**Run 1: track usage over the die**

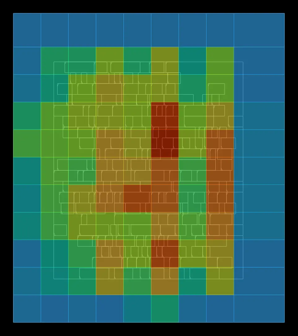
**Run 1: clock wires, drivers and flops**

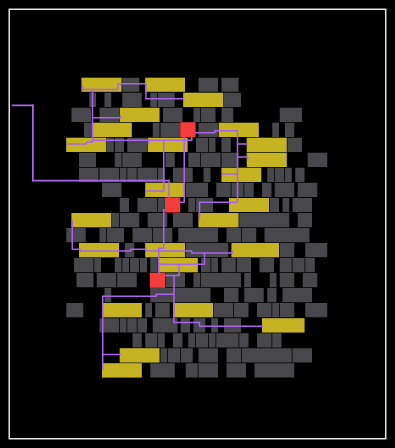
**Run 1: gate-type map**

Bar = 20 um.
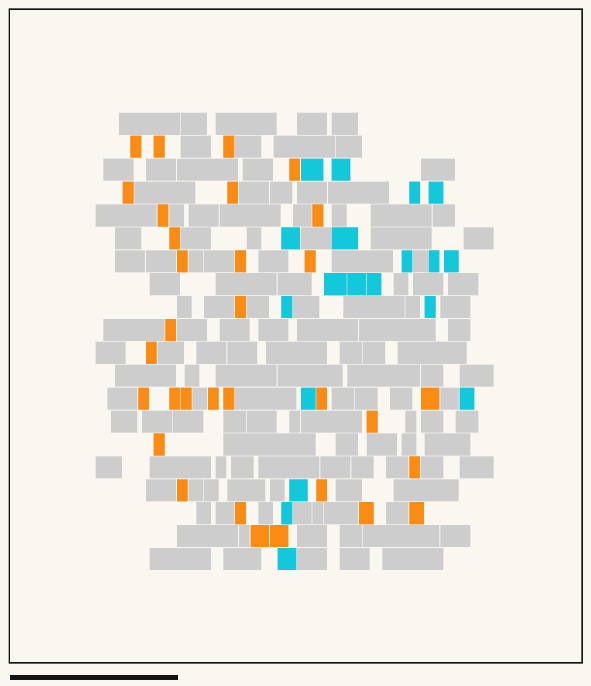
$ cat config.mk
export PLATFORM = sky130hd
export DESIGN_NAME = seq_shifter
export DESIGN_NICKNAME = d
export VERILOG_FILES = /design/src/rtl/seq_shifter_pkg.sv /design/src/rtl/seq_shifter_shift_step.sv /design/src/rtl/seq_shifter.sv
export SDC_FILE = /design/constraint.sdc
export NUM_CORES = 1
export LEC_CHECK = 0
export CORE_ASPECT_RATIO = 1.2
export CORE_MARGIN = 10
export CORE_UTILIZATION = 44
export CTS_CLUSTER_DIAMETER = 40
export DETAILED_ROUTE_END_ITERATION = 10
export PLACE_DENSITY = 0.74
export SKIP_LAST_GASP = 1
export SLEW_MARGIN = 20
export SYNTH_ARGS = -nofsm -noshare
export SYNTH_HDL_FRONTEND = slang
export SYNTH_SLANG_ARGS = --single-unit
$ cat constraint.sdc
create_clock -name clk -period 1.5 [get_ports clk]
set_input_delay 0.3 -clock clk [delete_from_list [all_inputs] [get_ports clk]]
set_output_delay 0.3 -clock clk [all_outputs]
set_load 0.03 [all_outputs]
$ cat src/rtl/seq_shifter_pkg.sv
// Shared definitions for the sequential shifter: mode encodings and FSM states.
package seq_shifter_pkg;

   localparam logic [1:0] ROT_R = 2'b00;
   localparam logic [1:0] ROT_L = 2'b01;
   localparam logic [1:0] SHR   = 2'b10;
   localparam logic [1:0] SHL   = 2'b11;

   typedef enum logic [1:0] {
      IDLE  = 2'd0,
      SHIFT = 2'd1,
      DONE  = 2'd2
   } state_t;

endpackage

$ cat src/rtl/seq_shifter_shift_step.sv
// Combinational single-bit step unit: one rotate or shift position per evaluation.
module shift_step
   import seq_shifter_pkg::*;
#(
   parameter int N = 8
)
(
   input  logic [N-1:0] W,
   input  logic [1:0]   mode,
   input  logic         arith,
   output logic [N-1:0] W_next
);

   // Arithmetic fill only matters for right shifts; other modes ignore arith.
   always_comb begin
      W_next = W;
      case (mode)
         ROT_R: W_next = {W[0], W[N-1:1]};
         ROT_L: W_next = {W[N-2:0], W[N-1]};
         SHR:   W_next = {arith & W[N-1], W[N-1:1]};
         SHL:   W_next = {W[N-2:0], 1'b0};
      endcase
   end

endmodule

$ cat src/rtl/seq_shifter.sv
// Multi-cycle shifter/rotator: one bit position per clock under a start/ready handshake,
// with a registered result and a one-cycle done pulse.
module seq_shifter
   import seq_shifter_pkg::*;
#(
   parameter int N   = 8,
   parameter int SHW = $clog2(N)
)
(
   input  logic           clk,
   input  logic           rst,
   input  logic           start,
   input  logic [N-1:0]   A,
   input  logic [SHW-1:0] amt,
   input  logic [1:0]     mode,
   input  logic           arith,
   output logic           ready,
   output logic           busy,
   output logic           done,
   output logic [N-1:0]   RS
);

   state_t         state_q, state_d;
   logic [N-1:0]   work_q, work_d;
   logic [N-1:0]   rs_q, rs_d;
   logic [SHW-1:0] cnt_q, cnt_d;
   logic [1:0]     mode_q, mode_d;
   logic           arith_q, arith_d;
   logic [N-1:0]   stepped;

   shift_step #(.N(N)) u_step (
      .W      (work_q),
      .mode   (mode_q),
      .arith  (arith_q),
      .W_next (stepped)
   );

   always_ff @(posedge clk) begin
      if (rst) begin
         state_q <= IDLE;
         work_q  <= '0;
         rs_q    <= '0;
         cnt_q   <= '0;
         mode_q  <= ROT_R;
         arith_q <= 1'b0;
      end else begin
         state_q <= state_d;
         work_q  <= work_d;
         rs_q    <= rs_d;
         cnt_q   <= cnt_d;
         mode_q  <= mode_d;
         arith_q <= arith_d;
      end
   end

   // The result register is written only on the transition into DONE, so RS holds between pulses.
   always_comb begin
      state_d = state_q;
      work_d  = work_q;
      rs_d    = rs_q;
      cnt_d   = cnt_q;
      mode_d  = mode_q;
      arith_d = arith_q;
      ready   = 1'b0;
      busy    = 1'b0;
      done    = 1'b0;
      case (state_q)
         IDLE: begin
            ready = 1'b1;
            if (start) begin
               work_d  = A;
               cnt_d   = amt;
               mode_d  = mode;
               arith_d = arith;
               if (amt == '0) begin
                  rs_d    = A;
                  state_d = DONE;
               end else begin
                  state_d = SHIFT;
               end
            end
         end
         SHIFT: begin
            busy   = 1'b1;
            work_d = stepped;
            cnt_d  = cnt_q - SHW'(1);
            if (cnt_q == SHW'(1)) begin
               rs_d    = stepped;
               state_d = DONE;
            end
         end
         DONE: begin
            busy    = 1'b1;
            done    = 1'b1;
            state_d = IDLE;
         end
         default: state_d = IDLE;
      endcase
   end

   assign RS = rs_q;

endmodule
==> deck_impl_summary.md, run 1 <==
Implementation Results

Outcome
  • Status: finished, violations left
  • Violated checks: setup timing

Clocking
  • Clk latency late pin: 0.32 ns
  • Cts repair resizes: 12
  • Clock Sinks: 24
  • Clk slew on worst S/H paths: 0.14 ns
  • Hold buffers post-CTS: 0
  • Num CTS Buffers: 3
  • CTS tree: yes
  • Setup Buffers After CTS: 0
  • # H-tree levels: 1
  • Root Driver: clkbuf_4
  • Clk buf depth: 2

Critical path
  • Kind of critical path: reg2out
  • Worst Path Buf+Inv: 4
  • Worst path max stage delay: 0.38 ns
  • Top delay family on crit path: buffers and inverters
  • Crit. End Element: output pin
  • Worst r2r src: state_q[1]
  • Worst-path fanout max: 5
  • Startpoint types: flop
  • Crit path from: state_q[1]
  • Critical path, cell by cell: inv_4, ha_4, buf_4, buf_6, buf_6
  • Worst Path Arrival: 1.31 ns
  • CP most frequent cell: buf_6
  • Worst path slowest cell: dfxtp_2
  • Crit path DRT: 1.20 ns

Yosys
  • Syn Inst Count: 141
  • Max-area cell share: 39.71%
  • Yosys stat area: 1210 sq um
  • Syn Std Cell Area: 1210 sq um
  • Cell area leaders: dfxtp_1 40%, mux2i_1 17%, nor2_1 8.4%
  • Warning count from the yosys run: 0
  • Number of cells in Yosys stat: 141
  • Syn_nets: 163
  • Average size of a mapped cell: 8.581 sq um
  • Synth area leader: dfxtp_1
  • Count of cell types in the netlist: 23
  • Yosys reg bits: 24
  • Post-synth seq share: 39.71%

Floorplanning
  • Io pins: 28
  • Rows: 20
  • FP Core Util: 46.94%
  • Core outline area: 2577 sq um
  • Die ar.: 5256 sq um
  • Width of the die: 67.87 um
  • Chip height: 77.45 um

Timing
  • Fin worst setup slack: -0.1075 ns
  • Max Clock Freq: 0.6221 GHz
  • Min cycle time layout: 1.607 ns
  • Slew margin rel.: 79.15%
  • Worst slew pin tran: 0.3141 ns
  • Tcrit/Tclk final: 107.2%
  • Final Hold Viols: 0
  • Unrepaired setup endpoints after global routing: yes
  • Setup-failing EPs final: 12
  • Post-Route Setup TNS: -0.6447 ns
  • Hold Slack: 0.4795 ns
  • Clk_skew: 0.007599 ns
  • Slew Viols, Final: 0

Cells and area
  • Fin nets: 206
  • Fillers: 223
  • Most frequent cells in the layout: 27 x nor2_1, 22 x dfxtp_1, 21 x mux2i_1
  • Synth-to-Final Area Change: 46.43%
  • Ant. Diodes: 0
  • Fin cells: 216
  • Dominant logic cell type in the layout: nor2_1
  • Fraction of layout cells with a size suffix above 1: 20.22%
  • Design area: 1772 sq um

Power and ir drop
  • P_leak: 0.7350 nW
  • Overall Power: 3.809 mW
  • Pwr Density: 2150 nW/um^2
  • Peak VDD IR: 1.343 mV

Global routing
  • Tot GR Track Use: 11.25%
  • Initial antenna violation count: 0
  • First-pass GRT wire length: 4802 um
  • Vias in the first global route: 1072
  • Met1 Use GR: 13.17%
  • Grt ovf: 0
  • Largest net degree at the start of global routing: 25
  • Top Usage Layer GRT: met2
  • GR Util met2: 17.98%

Routing
  • Antenna Nets Post-Route: 0
  • Drc violations: 0
  • Vias post-DR: 1124
  • DR vias/cell: 5.204
  • Drt first pass iters: 4
  • Iter 0 DRT Violations: 42
  • Total routed wirelength: 3032 um

Placed design
  • Dpl hpwl: 2205 um
  • Buffers on Ports: 27
  • DP Worst Slack: -0.3698 ns
  • Gpl congestion: 0.7692
  • DP Area: 1649 sq um
  • Inst Count DP: 209

Run
  • Tool warnings: 32
  • Max_cap viols: 0

Worst hold path
  • HP Class: reg2reg
  • Hold_sp: RS[7]
Notes on 'track usage over the die' above:
wire per inst: 14.04 um
met3 usage: 4.310%
post-route core utilization: 68.74%

Notes on 'clock wires, drivers and flops' above:
Yellow marks flip-flops, count 24. Purple marks clock wires, length 295 um. Red marks clock-net drivers, count 3.
There are 4 routed clock nets.

Notes on 'gate-type map' above:
Cyan marks nand cells, cells 19, most used nand2_1. Orange marks nor cells, cells 32, most used nor2_1.

## run 1: worst register-to-register path, stage by stage, from the launching register on
cell,delay (ns)
dfxtp_2,0.38
inv_4,0.05
ha_4,0.18
mux2i_4,0.20
buf_4,0.15
buf_6,0.11
or3_1,0.34
a21oi_1,0.12
## run 1: worst paths after layout
kind                   end  slack (ns)  depth (start not counted)
setup / recovery     ready       -0.11                          5
hold / removal       RS[7]        0.48                          2
setup reg to reg  cnt_q[0]       -0.08                          7
hold reg to reg      RS[7]        0.48                          2
## run 1: synthesized netlist by cell type, drive strengths merged
cell	n
o22ai	1
mux2i	22
o21ai	2
dfxtp	24
nand4b	1
or3	1
a31oi	2
o31a	1
inv	6
nor2b	3
ha	5
clkbuf	5
nand3b	2
nand2b	5
nand2	6
a21oi	15
nor3	2
buf	3
nand3	5
nor2	27
a211oi	3
## run 1: layer usage
layer,vias to the layer above,routed length [um]
li1,569,-
met1,525,1304
met2,26,1484
met3,4,208
met4,0,34
met5,-,0
## run 1: registers in the layout (all words and copies together), names as in the netlist
signal   flops
RS           8
arith_q      1
cnt_q        3
mode_q       2
state_q      2
work_q       8
## run 1: logic make-up after synthesis
family,after synthesis,synth area share (%)
simple gates,52,19.75
compound gates,24,12.20
flops,24,39.71
mux,22,18.51
buf+inv,14,4.653
fa+ha+maj,5,5.171
## run 1: report_power, final
part	switching, mW	leakage (nW)	total [mW]	internal (mW)
clock	0.202	0.0279	0.472	0.270
sequential	0.144	0.198	1.01	0.867
combinational	1.20	0.509	2.33	1.12
## run 1: final cells by class
cell class	instances	area, sq um	area share (%)
inverters	6	25.02	1.412
repair buffers	46	439.2	24.79
clock buffers	3	22.52	1.271
well taps	33	41.29	2.331
multi-input cells	103	728.2	41.10
flip-flops and latches	24	485.5	27.40
clock inverters	1	30.03	1.695
==> inputs of run 2 (changes only) <==
--- a/config.mk
+++ b/config.mk
@@ -6,7 +6,6 @@
 export NUM_CORES = 1
 export LEC_CHECK = 0
 export CORE_ASPECT_RATIO = 1.2
-export CORE_MARGIN = 10
 export CORE_UTILIZATION = 44
 export CTS_CLUSTER_DIAMETER = 40
 export DETAILED_ROUTE_END_ITERATION = 10
==> deck_impl_summary.md, run 2 <==
Implementation Results

Critical path
  • Worst-path fanout max: 4
  • Kind of critical path: reg2reg
  • Critical path, cell by cell: inv_2, ha_4, mux2i_4, a211oi_4, buf_6, mux2i_1, nor2_1
  • Worst path max stage delay: 0.37 ns
  • Worst Path Arrival: 1.73 ns
  • Crit. End Element: flop
  • Worst path slowest cell: dfxtp_2
  • Worst Path Buf+Inv: 2
  • Crit path DRT: 1.71 ns
  • Startpoint types: flop
  • Top delay family on crit path: flip-flops

Yosys
  • Post-synth seq share: 39.71%
  • Most instantiated cells after synthesis: 27 x nor2_1, 24 x dfxtp_1, 21 x mux2i_1
  • Commonest flop: dfxtp_1
  • Number of cells in Yosys stat: 141
  • Syn Std Cell Area: 1210 sq um
  • Cell area leaders: dfxtp_1 40%, mux2i_1 17%, nor2_1 8.4%
  • Syn_nets: 163
  • Async SR Flop Fraction: 0%
  • Synth top cell by count: nor2_1
  • Number of enable flip-flop cells: 0
  • Yosys stat area: 1210 sq um
  • Synth area leader: dfxtp_1
  • Average size of a mapped cell: 8.581 sq um
  • Count of cell types in the netlist: 23
  • Syn Inst Count: 141
  • Warning count from the yosys run: 0
  • Yosys reg bits: 24
  • Max-area cell share: 39.71%

Routing
  • Drc violations: 0
  • Total routed wirelength: 2722 um
  • Vias post-DR: 1126
  • Drt first pass iters: 4
  • Antenna Nets Post-Route: 0
  • DR vias/cell: 5.237
  • Iter 0 DRT Violations: 25
  • Wire per inst: 12.66 um

Placed design
  • Buffers on Ports: 27
  • Inst Count DP: 209
  • Gpl congestion: 0.7604
  • DP Worst Slack: -0.3138 ns
  • Dpl hpwl: 1995 um

Floorplanning
  • Rows: 20
  • Core outline area: 2577 sq um
  • Chip height: 59.45 um
  • Die ar.: 2965 sq um
  • Width of the die: 49.87 um
  • FP Core Util: 46.94%
  • Io pins: 28

Global routing
  • Vias in the first global route: 1147
  • Initial antenna violation count: 0
  • Largest net degree at the start of global routing: 25
  • First-pass GRT wire length: 4623 um
  • Grt ovf: 0

Cells and area
  • Most frequent cells in the layout: 27 x nor2_1, 22 x dfxtp_1, 21 x mux2i_1
  • Fin nets: 205
  • Ant. Diodes: 0
  • Fraction of layout cells with a size suffix above 1: 19.78%
  • Fin cells: 215
  • Dominant logic cell type in the layout: nor2_1
  • Post-route core utilization: 67.04%
  • Synth-to-Final Area Change: 42.81%

Power and ir drop
  • Peak VDD IR: 1.572 mV
  • Combinational share of power: 59.9%
  • Sequential share of power: 27.6%
  • Internal cell power: 2.184 mW
  • Total sequential power: 1.01 mW
  • Sw Share: 40.59%
  • P_leak: 0.7249 nW
  • Leading power group: combinational cells
  • Pwr Density: 2128 nW/um^2
  • P_clk: 0.461 mW
  • Switching pwr: 1.492 mW
  • P_comb: 2.20 mW
  • Clock Power Share: 12.5%

Timing
  • Clk_skew: 0.01074 ns
  • Worst slew pin tran: 0.3079 ns
  • Post-Route Setup TNS: -0.09110 ns
  • Final Hold Viols: 0
  • Slew Viols, Final: 0
  • Fin worst setup slack: -0.01994 ns
  • Hold Slack: 0.4838 ns
  • Unrepaired setup endpoints after global routing: yes
  • Slew margin rel.: 79.55%
  • Setup-failing EPs final: 9
  • Tcrit/Tclk final: 101.3%
  • Max Clock Freq: 0.6579 GHz
  • Min cycle time layout: 1.520 ns

Clocking
  • Num CTS Buffers: 3
  • Clk buf depth: 2
  • Root Driver: clkbuf_4
  • Clk latency late pin: 0.31 ns
  • Clock Sinks: 24
  • # H-tree levels: 1
  • Clk slew on worst S/H paths: 0.13 ns
  • CTS tree: yes

Run
  • Tool warnings: 32
  • Max_cap viols: 0

Worst hold path
  • HP Class: reg2reg

Outcome
  • Status: finished, violations left
  • Violated checks: setup timing
run 2: cell types whose count changed in the layout (fill, tap and decap cells not counted), sizes merged:
cell / previous run / this run
buf: 22 / 21
run 2: cells by family (layout without fill, tap and decap cells):
logic type | after synthesis | in the layout | synth area share [%]
flops | 24 | 24 | 39.71
mux | 22 | 22 | 18.51
compound gates | 24 | 24 | 12.20
fa+ha+maj | 5 | 5 | 5.171
simple gates | 52 | 52 | 19.75
buf+inv | 14 | 55 | 4.653
run 2: metrics by stage:
stage	power [mW]	instance area (sq um)
global route	3.952	1728
global placement	3.041	1637
finish	3.677	1728
detailed placement	3.113	1637
floorplan	2.505	1242
CTS	3.638	1708
run 2: metal layers:
| layer | up-vias | wire [um] | share of wire [%] | GRT usage [%] |
|---|---|---|---|---|
| met4 | 0 | 29 | 1.1 | 7.755 |
| met3 | 4 | 117 | 4.3 | 2.564 |
| met5 | - | 0 | 0 | 0 |
| met1 | 528 | 1226 | 45 | 22.92 |
| li1 | 567 | - | - | - |
| met2 | 27 | 1348 | 50 | 37.07 |
run 2: final timing paths:
path         startpoint       to  slack [ns]  depth (start not counted)
max          state_q[0]    RS[5]       -0.02                          7
min reg2reg     arith_q  arith_q        0.48                          2
max reg2reg  state_q[0]    RS[5]       -0.02                          7
min             arith_q  arith_q        0.48                          2
run 2: cell type report:
class / count / area [sq um]
fillers: 215 / 849.6
repair buffers: 45 / 419.2
multi-input cells: 103 / 709.4
clock inverters: 1 / 30.03
flip-flops and latches: 24 / 483.0
clock buffers: 3 / 22.52
inverters: 6 / 22.52
well taps: 33 / 41.29
run 2: repair_timing:
item                       CTS  global route
pin swaps                    3             3
gates resized               14             3
buffers inserted             1             1
hold buffers                 0             0
setup endpoints to repair   18            19
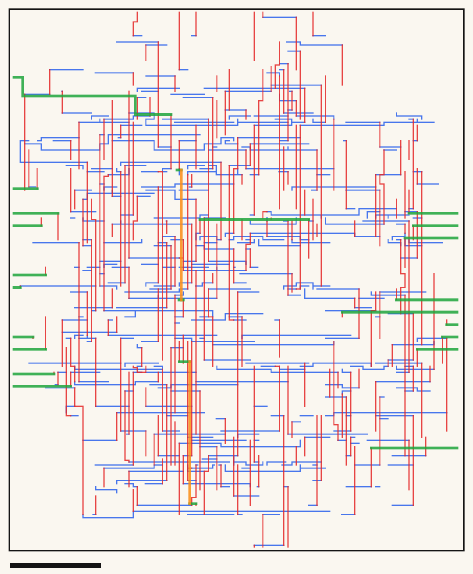
**Above:** run 2 (routed metal, one color a layer).
Bar = 10 um.
Blue marks M1, wire length 1230 um. Red marks M2, wire length 1350 um. Green marks M3, wire length 118 um. Orange marks M4, wire length 29.9 um.

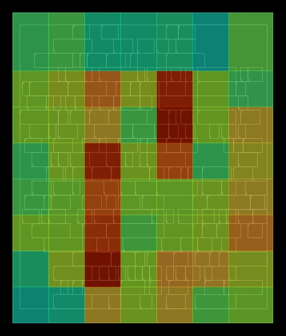
**Above:** run 2 (track usage over the die).
met1 Use GR: 22.92%
Tot GR Track Use: 19.90%

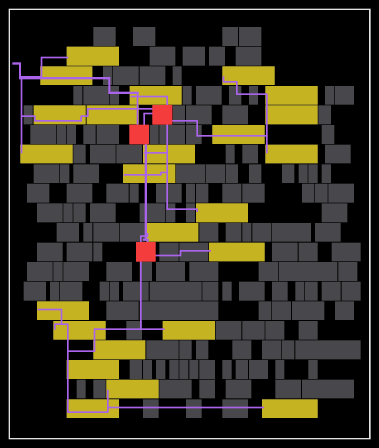
**Above:** run 2 (clock wires, drivers and flops).
Yellow marks flip-flops, count 24. Red marks clock-net drivers, count 3. Purple marks clock wires, length 251 um.
There are 4 routed clock nets. Position of the flops: spread over the die.

==> inputs of run 3 (changes only) <==
--- a/config.mk
+++ b/config.mk
@@ -5,7 +5,9 @@
 export SDC_FILE = /design/constraint.sdc
 export NUM_CORES = 1
 export LEC_CHECK = 0
+export CAP_MARGIN = 20
 export CORE_ASPECT_RATIO = 1.2
+export CORE_MARGIN = 5
 export CORE_UTILIZATION = 44
 export CTS_CLUSTER_DIAMETER = 40
 export DETAILED_ROUTE_END_ITERATION = 10
==> deck_impl_summary.md, run 3 <==
Implementation Results

Critical path
  • Top delay family on crit path: AND-OR/OR-AND gates
  • Worst-path fanout max: 5
  • Worst path slowest cell: dfxtp_2
  • Startpoint types: flop
  • Crit. End Element: flop
  • Critical path, cell by cell: inv_2, ha_4, o31a_1, a211oi_4, buf_6, mux2i_1, nor2_1
  • Worst path max stage delay: 0.37 ns
  • Crit path DRT: 1.72 ns
  • Worst Path Arrival: 1.75 ns
  • Worst Path Buf+Inv: 2
  • Kind of critical path: reg2reg

Yosys
  • Syn Std Cell Area: 1210 sq um
  • Average size of a mapped cell: 8.581 sq um
  • Async SR Flop Fraction: 0%
  • Count of cell types in the netlist: 23
  • Most instantiated cells after synthesis: 27 x nor2_1, 24 x dfxtp_1, 21 x mux2i_1
  • Syn Inst Count: 141
  • Syn_nets: 163
  • Post-synth seq share: 39.71%
  • Cell area leaders: dfxtp_1 40%, mux2i_1 17%, nor2_1 8.4%
  • Number of cells in Yosys stat: 141
  • Number of enable flip-flop cells: 0
  • Max-area cell share: 39.71%
  • Warning count from the yosys run: 0
  • Yosys reg bits: 24
  • Synth top cell by count: nor2_1
  • Synth area leader: dfxtp_1
  • Commonest flop: dfxtp_1
  • Yosys stat area: 1210 sq um

Timing
  • Slew margin rel.: 78.53%
  • Slew Viols, Final: 0
  • Fin worst setup slack: -0.03008 ns
  • Min cycle time layout: 1.530 ns
  • Final Hold Viols: 0
  • Clk_skew: 0.01335 ns
  • Worst slew pin tran: 0.3234 ns
  • Tcrit/Tclk final: 102.0%
  • Unrepaired setup endpoints after global routing: yes
  • Max Clock Freq: 0.6536 GHz
  • Hold Slack: 0.4824 ns
  • Setup-failing EPs final: 12

Power and ir drop
  • Clock Power Share: 12.5%
  • Switching pwr: 1.539 mW
  • Peak VDD IR: 1.688 mV
  • Sw Share: 40.36%
  • P_clk: 0.478 mW
  • Total sequential power: 1.01 mW
  • Combinational share of power: 60.8%
  • Sequential share of power: 26.6%
  • P_comb: 2.32 mW
  • Leading power group: combinational cells
  • Internal cell power: 2.274 mW
  • Pwr Density: 2152 nW/um^2
  • P_leak: 0.7485 nW

Cells and area
  • Ant. Diodes: 0
  • Fraction of layout cells with a size suffix above 1: 21.31%
  • Dominant logic cell type in the layout: nor2_1
  • Fin cells: 216
  • Fin nets: 206
  • Synth-to-Final Area Change: 46.43%
  • Most frequent cells in the layout: 27 x nor2_1, 22 x dfxtp_1, 20 x mux2i_1
  • Design area: 1772 sq um
  • Fillers: 208

Run
  • Tool warnings: 32
  • Max_cap viols: 0

Global routing
  • Initial antenna violation count: 0
  • Grt ovf: 0
  • First-pass GRT wire length: 4692 um
  • Vias in the first global route: 1076
  • Tot GR Track Use: 15.17%
  • Largest net degree at the start of global routing: 25

Routing
  • Vias post-DR: 1113
  • Total routed wirelength: 2875 um
  • DR vias/cell: 5.153
  • Antenna Nets Post-Route: 0
  • Wire per inst: 13.31 um
  • Drc violations: 0
  • Drt first pass iters: 4
  • Iter 0 DRT Violations: 14

Floorplanning
  • Core outline area: 2577 sq um
  • Io pins: 28
  • Die ar.: 3903 sq um
  • Width of the die: 57.87 um
  • FP Core Util: 46.94%
  • Chip height: 67.45 um
  • Rows: 20

Clocking
  • Setup Buffers After CTS: 0
  • Clk latency late pin: 0.32 ns
  • Num CTS Buffers: 3
  • Hold buffers post-CTS: 0
  • Cts repair resizes: 10
  • CTS tree: yes
  • # H-tree levels: 1
  • Clk buf depth: 2
  • Clock Sinks: 24
  • Root Driver: clkbuf_4
  • Clk slew on worst S/H paths: 0.15 ns

Placed design
  • DP Area: 1649 sq um
  • Gpl congestion: 0.8103
  • Inst Count DP: 209
  • Dpl hpwl: 2133 um
  • Buffers on Ports: 27

Outcome
  • Status: finished, violations left
  • Violated checks: setup timing

Worst hold path
  • HP Class: reg2reg
[run 3: cell type report]
| cell class | instances | area, sq um | share of cell area [%] |
|---|---|---|---|
| multi-input combinational | 103 | 716.9 | 40.47 |
| sequential | 24 | 483.0 | 27.26 |
| timing repair buffer | 46 | 455.4 | 25.71 |
| tap | 33 | 41.29 | 2.331 |
| clock inverter | 1 | 30.03 | 1.695 |
| clock buffer | 3 | 22.52 | 1.271 |
| inverter | 6 | 22.52 | 1.271 |
[run 3: kinds of logic (layout without fill, tap and decap cells)]
logic type | after synthesis | in the layout | share of synthesized area, %
AND/OR/NAND/NOR | 52 | 52 | 19.75
AND-OR/OR-AND | 24 | 24 | 12.20
flip-flops | 24 | 24 | 39.71
multiplexers | 22 | 22 | 18.51
buffers and inverters | 14 | 56 | 4.653
adder cells (fa/ha/maj) | 5 | 5 | 5.171
[run 3: metrics by stage]
stage / TNS [ns] / utilization, % / power (mW) / setup slack, ns
floorplan: -2.484 / - / 2.505 / -0.2431
global placement: -3.456 / 63.98 / 3.102 / -0.2928
CTS: -0.5890 / 65.92 / 3.633 / -0.06623
detailed placement: -3.845 / 63.98 / 3.173 / -0.3153
finish: -0.1797 / 68.74 / 3.812 / -0.03008
global route: -1.362 / 68.74 / 4.085 / -0.1120
[run 3: layer usage]
layer  track usage (%)  vias to the layer above  wire length (um)
met5                 0                        -                 0
met4             5.507                        0                44
met3             3.059                        4               131
met2             27.26                       27              1462
met1             17.69                      518              1236
li1                  -                      564                 -
[run 3: final timing paths]
kind	startpoint	cells past startpoint	endpoint	slack, ns
hold / removal	arith_q	2	arith_q	0.48
setup / recovery	state_q[0]	7	RS[5]	-0.03
setup reg to reg	state_q[0]	7	RS[5]	-0.03
hold reg to reg	arith_q	2	arith_q	0.48
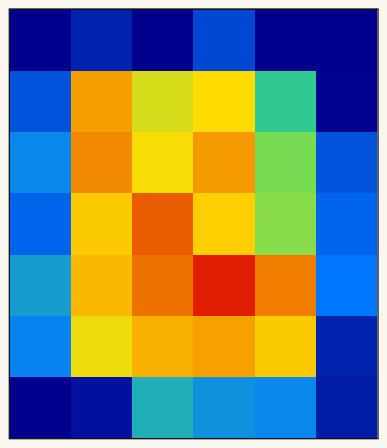
**Above:** run 3 (cell density map).
The die is cut into 6 by 7 equal tiles; dark blue is low, red is high, 0 to 100% covered.
The densest ninth of the die: middle. The mean over all tiles is 44%. The emptiest ninth of the die: top right.

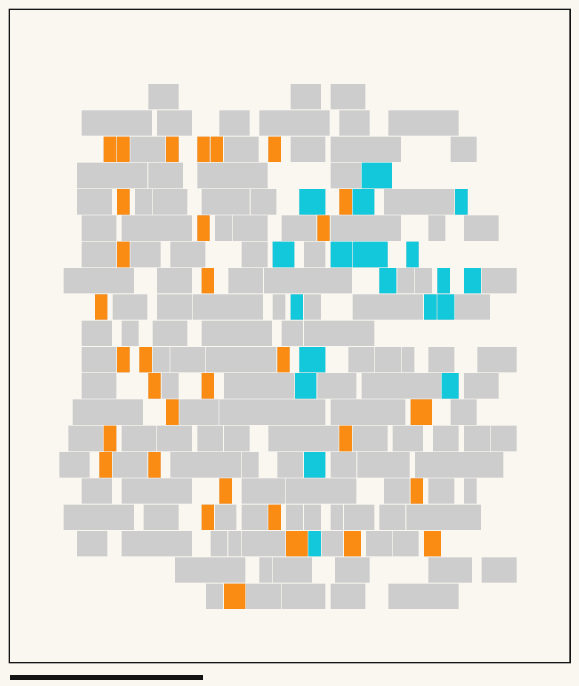
**Above:** run 3 (gate-type map).
Bar = 20 um.
Cyan marks nand cells, cells 19, most used nand2_1. Orange marks nor cells, cells 32, most used nor2_1.

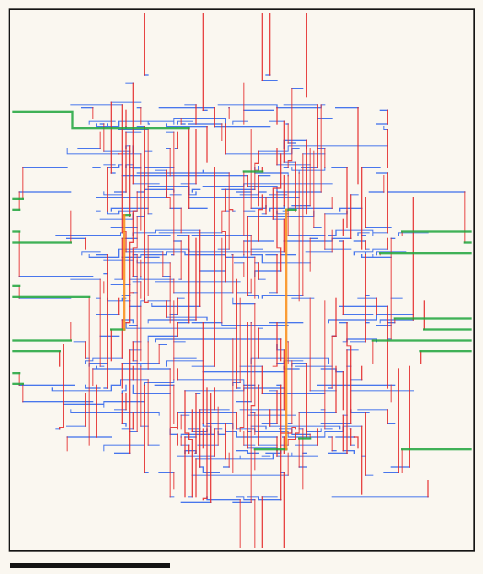
**Above:** run 3 (routed metal, one color a layer).
Bar = 20 um.
Green marks M3, wire length 132 um. Red marks M2, wire length 1460 um. Blue marks M1, wire length 1240 um. Orange marks M4, wire length 44.2 um.

No activity file was given, so power comes from the tool's default toggle rates.
